===== config.mk =====
export PLATFORM = sky130hd
export DESIGN_NAME = weight_bank_loader
export DESIGN_NICKNAME = d
export VERILOG_FILES = /design/src/rtl/weight_bank_loader_pkg.sv /design/src/rtl/weight_bank_loader.sv
export SDC_FILE = /design/constraint.sdc
export NUM_CORES = 1
export LEC_CHECK = 0
export ABC_CLOCK_PERIOD_IN_PS = 3000
export CAP_MARGIN = 40
export CORE_ASPECT_RATIO = 0.75
export CORE_MARGIN = 10
export CORE_UTILIZATION = 46
export CTS_CLUSTER_DIAMETER = 150
export DETAILED_ROUTE_END_ITERATION = 16
export PLACE_DENSITY = 0.81
export SETUP_SLACK_MARGIN = 0.02
export SYNTH_ARGS = -nofsm -noshare
export SYNTH_HDL_FRONTEND = slang
export SYNTH_SLANG_ARGS = --single-unit

===== constraint.sdc =====
create_clock -name clk -period 3 [get_ports clk]
set_input_delay 0.45 -clock clk [delete_from_list [all_inputs] [get_ports clk]]
set_output_delay 0.45 -clock clk [all_outputs]
set_load 0.01 [all_outputs]

===== src/rtl/weight_bank_loader_pkg.sv =====
// Shared constants for the weight bank writer: FSM encoding and
// default widths matching the neuron weight register bank.
package weight_bank_loader_pkg;

  localparam int WB_DATA_W      = 8;
  localparam int WB_ADDR_W      = 2;
  localparam int WB_NUM_WEIGHTS = 4;

  localparam logic [1:0] S_IDLE  = 2'd0;
  localparam logic [1:0] S_LOAD  = 2'd1;
  localparam logic [1:0] S_FLUSH = 2'd2;
  localparam logic [1:0] S_DONE  = 2'd3;

endpackage


===== src/rtl/weight_bank_loader.sv =====
// Byte-stream to weight-bank write sequencer: writes addresses
// 0..NUM_WEIGHTS-1 in order, one registered write pulse per byte.
module weight_bank_loader
  import weight_bank_loader_pkg::*;
#(
  parameter int DATA_W      = WB_DATA_W,
  parameter int ADDR_W      = WB_ADDR_W,
  parameter int NUM_WEIGHTS = WB_NUM_WEIGHTS
) (
  input  logic              clk,
  input  logic              reset,
  input  logic              start,
  input  logic              abort,
  input  logic [DATA_W-1:0] in_data,
  input  logic              in_valid,
  output logic              in_ready,
  output logic [DATA_W-1:0] bank_data,
  output logic [ADDR_W-1:0] bank_addr,
  output logic              bank_write,
  output logic              busy,
  output logic              done,
  output logic [ADDR_W:0]   count
);

  localparam logic [ADDR_W-1:0] LAST = ADDR_W'(NUM_WEIGHTS - 1);

  logic [1:0]        state;
  logic [1:0]        state_n;
  logic [ADDR_W-1:0] idx;
  logic              xfer;

  // abort kills a same-cycle transfer before it reaches the bank
  assign xfer = (state == S_LOAD) && in_valid && in_ready && !abort;

  always_comb begin
    state_n = state;
    unique case (state)
      S_IDLE: begin
        if (start && !abort)
          state_n = S_LOAD;
      end
      S_LOAD: begin
        if (abort)
          state_n = S_IDLE;
        else if (xfer && idx == LAST)
          state_n = S_FLUSH;
      end
      S_FLUSH: state_n = abort ? S_IDLE : S_DONE;
      S_DONE:  state_n = S_IDLE;
      default: state_n = S_IDLE;
    endcase
  end

  always_ff @(posedge clk or posedge reset) begin
    if (reset) begin
      state      <= S_IDLE;
      idx        <= '0;
      in_ready   <= 1'b0;
      bank_data  <= '0;
      bank_addr  <= '0;
      bank_write <= 1'b0;
      busy       <= 1'b0;
      done       <= 1'b0;
      count      <= '0;
    end else begin
      state      <= state_n;
      in_ready   <= (state_n == S_LOAD);
      busy       <= (state_n == S_LOAD) || (state_n == S_FLUSH);
      done       <= (state_n == S_DONE);
      bank_write <= xfer;
      if (state == S_IDLE && state_n == S_LOAD) begin
        idx   <= '0;
        count <= '0;
      end
      if (xfer) begin
        bank_data <= in_data;
        bank_addr <= idx;
        count     <= {1'b0, idx} + {{ADDR_W{1'b0}}, 1'b1};
        if (idx != LAST)
          idx <= idx + 1'b1;
      end
    end
  end

endmodule


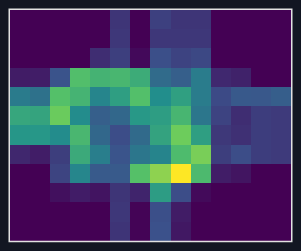
Run 1: wire density map
(4 px per um) The die is cut into 14 by 12 equal tiles; dark purple is low, yellow is high, scaled to the fullest tile. Values are wire area over tile area, all layers added.
The mean over all tiles is 0.072. The fullest tile reaches 0.34. 37% of the tiles are nearly empty. The emptiest ninth of the die: south-east. 17% of the tiles are over half the peak.
Tot GR Track Use: 8.791%
wire per inst: 15.20 um

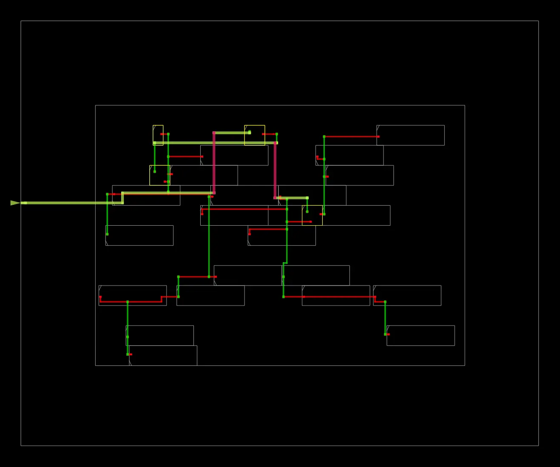
Run 1: the clock network
clk sinks: 21
Clk power: 0.131 mW
Final Skew: 0.002506 ns
cts bufs inserted: 3

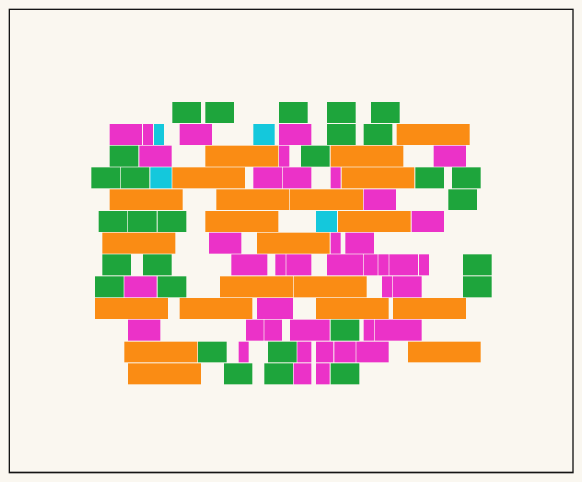
Run 1: cell classes on the final placement
(8 px per um)
Key: magenta = remaining logic cells [cells 40]; green = remaining buffers and delay cells [cells 29]; cyan = clock drivers and dummy loads [cells 4]; orange = sequential cells [cells 21]
Std-Cell Core Area: 1773 um^2
sequential cell area share: 43.61%

==> ci_impl_report.md, run 1 <==
## Implementation flow summary

| Metric | Value |
|---|---|
| Comb. pwr | ~0.17 mW |
| FILL cells | 140 |
| Sw frac | between 20% and 30% |
| Crit-path cells | ha_1, nand3_1, nand2b_1, a21oi_1, ha_1, or3b_2, nand2_1, mux2i_1 |
| DP Worst Slack | 0.6531 ns |
| Cell variety after synth | 17 |
| Critical Path Source Type | register |
| Status | completed |
| Non-clk buf share | 24.09% |
| CTS clock-pin slew for the worst setup and hold paths | approximately 0.11 ns |
| Buf/Inv on CP | 0 |
| Actual slew at the worst max-slew pin | 0.7450 ns |
| Final setup fails | 0 |
| Slew Limit Fails | 0 |
| Die height | just under 60 um |
| Fin Hold WS | between 0.5 and 0.6 ns |
| Dominant logic cell type in the layout | clkdlybuf4s50_1 |
| Synthesized net count | about 78 |
| Pleak | ~0.55 nW |
| Clock-cell share | under 10% |
| Reg-to-reg setup timing slack | 0.89 ns |
| RSZ-0062 raised after global routing | no |
| Non-CTS inverters | 4 |
| Highest Clock Rate | 0.4733 GHz |
| RR Endpoint | count[2]$_DFFE_PP0P_ |
| Htree depth | 1 |
| Die width | 70.28 um |
| Cells after DPL | 112 |
| CTS tree | yes |
| ANT cells | 0 |
| Top post-synthesis cells by count | 21 x dfrtp_1, 10 x mux2_2, 6 x nand2_1, 5 x mux2i_1, 4 x inv_1 |
| Tally of OpenROAD warnings | 27 |
| Sequential share of power | 53.7% |
| Critical Path End | count[2]$_DFFE_PP0P_ |
| Post-synth seq share | 60.26% |
| Leading area contributor after synthesis | dfrtp_1 |
| Crit. Startpoint | idx[0]$_DFF_PP0_ |
| Vias | between 500 and 600 |
| Worst Path Max Fanout | 5 |
| CP peak stage delay | 0.51 ns |
| CLK BUF | 4 |
| Synth Warn # | 0 |
| Registers | 21 |
| Logic Gate Count | 36 |
| Clk latency late pin | 0.30 ns |
| Hpwl dp | 1.443 mm |
| Initial antenna violation count | 0 |
| Fraction of registers with async set or reset after synthesis | 100.0% |
| Final Util | around two thirds |
==> run 1: state kept, by name, summed over array words and instances (netlist names) <==
register	count
in_ready	1
done	1
busy	1
bank_addr	2
idx	2
state	2
count	3
bank_data	8
bank_write	1
==> run 1: kinds of logic after synthesis <==
group / share of synthesized area [%]
DFF: 60.26
muxes: 18.65
and+or+nand+nor: 11.76
buffers and inverters: 3.012
AOI/OAI and AO/OA: 2.008
adders and majority gates: 4.305
==> run 1: per-layer routing <==
metal | share of wire [%] | GRT usage, % | vias to the layer above
met3 | 12 | 6.463 | 4
li1 | - | - | 274
met4 | 0.85 | 2.528 | 0
met1 | 38 | 8.876 | 285
met2 | 49 | 14.19 | 19
met5 | 0 | 0 | -
--- run 2 (diff from run 1) ---
- ABC_CLOCK_PERIOD_IN_PS: 3000 -> 1950
- CORE_UTILIZATION: 46 -> 43
- PLACE_DENSITY: 0.81 -> 0.77
- clock period: 3 -> 1.95 ns (I/O delays scaled with it)
==> run 2 against run 1 <==
Wire length is 6.2% higher. Sequential power grew 53%. Critical endpoint is now idx[0]$_DFF_PP0_. Register-to-register slack worse by 0.75 ns. Combinational power up 62%. Flip-flop count stayed put.
==> ci_impl_report.md, run 2 <==
## Implementation flow summary

| Metric | Value |
|---|---|
| Worst Path Max Fanout | 5 (unchanged) |
| Critical Path End | idx[0]$_DFF_PP0_ (was count[2]$_DFFE_PP0P_) |
| Clk power | 0.201 mW (was 0.131 mW) |
| Met3 WL post-DR | 201 um (was 205 um) |
| Fraction of registers with async set or reset after synthesis | 100.0% (unchanged) |
| Std-Cell Core Area | 1962 um^2 (was 1773 um^2) |
| Post-synth seq share | 60.26% (unchanged) |
| Slew Limit Fails | 0 (unchanged) |
| Tally of OpenROAD warnings | 27 (unchanged) |
| Global-route met2 utilization | 14.95% (was 14.19%) |
| Status | completed (unchanged) |
| Reg-to-reg setup timing slack | 0.14 ns (was 0.89 ns) |
| Final Util | 65.31% (was 67.96%) |
| Leading area contributor after synthesis | dfrtp_1 (unchanged) |
| Hpwl dp | 1.540 mm (was 1.443 mm) |
| Critical Path Source Type | register (unchanged) |
| Crit-path cells | nand2b_4, nand2b_1, a21oi_2, ha_2, or3b_4, nand2_1, mux2i_1 (was ha_1, nand3_1, nand2b_1, a21oi_1, ha_1, or3b_2, nand2_1, mux2i_1) |
| Routed wl met2 | 925 um (was 862 um) |
| Clk latency late pin | 0.30 ns (about the same) |
| Highest Clock Rate | 0.5512 GHz (was 0.4733 GHz) |
| Dominant logic cell type in the layout | clkdlybuf4s50_1 (unchanged) |
| Top post-synthesis cells by count | 21 x dfrtp_1, 10 x mux2_2, 6 x nand2_1, 5 x mux2i_1, 4 x inv_1 (unchanged) |
| RR Endpoint | idx[0]$_DFF_PP0_ (was count[2]$_DFFE_PP0P_) |
| Pleak | 0.5795 nW (was 0.5482 nW) |
| Sequential share of power | 52.8% (was 53.7%) |
| Max reg flops | 8 (unchanged) |
| CP peak stage delay | 0.44 ns (was 0.51 ns) |
| Max layer used | met3 (was met4) |
| CTS tree | yes (unchanged) |
| Cell variety after synth | 17 (unchanged) |
| Fin Hold WS | 0.3042 ns (was 0.5184 ns) |
[run 2: cell count changes in the layout (fill, tap and decap cells not counted), sizes merged]
cell / before / now
buf: 0 / 6
[run 2: final cells by class]
cell class	instances	area (um^2)	share of cell area (%)
well taps	24	30.03	2.344
clock buffers	4	26.28	2.051
inverters	4	15.01	1.172
multi-input cells	36	336.6	26.27
repair buffers	35	347.8	27.15
flip-flops and latches	21	525.5	41.02
[run 2: kinds of logic after synthesis]
| group | Yosys count | share of synthesized area [%] |
|---|---|---|
| AOI/OAI and AO/OA | 3 | 2.008 |
| DFF | 21 | 60.26 |
| and+or+nand+nor | 15 | 11.76 |
| buffers and inverters | 5 | 3.012 |
| muxes | 15 | 18.65 |
| adders and majority gates | 3 | 4.305 |
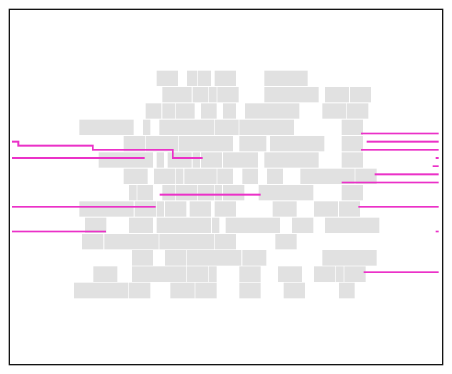
Run 2: the metal 3 layer
(6 px per um)
The layer holds 11% of the routed length. The layer carries 201 um of wire. The wires run mostly horizontal.
Post-Route WL: 1.873 mm
GR Util met3: 6.030%
vias: 579

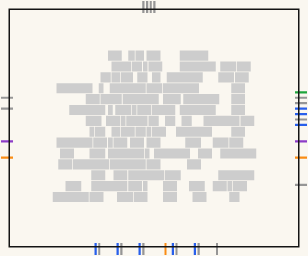
Run 2: ports around the boundary
(4 px per um) Pins as bars across the die edge, other pins in grey.
Key: orange = `count` [pins 3, direction output, edge 1 east, 1 west, 1 south]; green = `done` [pins 1, direction output, edge east]; purple = `bank_addr` [pins 2, direction output, edge 1 east, 1 west]; blue = `in_data` [pins 8, direction input, edge 5 south, 3 east]
PortBufs: 29
die width: 72 um

No activity file was given, so power comes from the tool's default toggle rates.
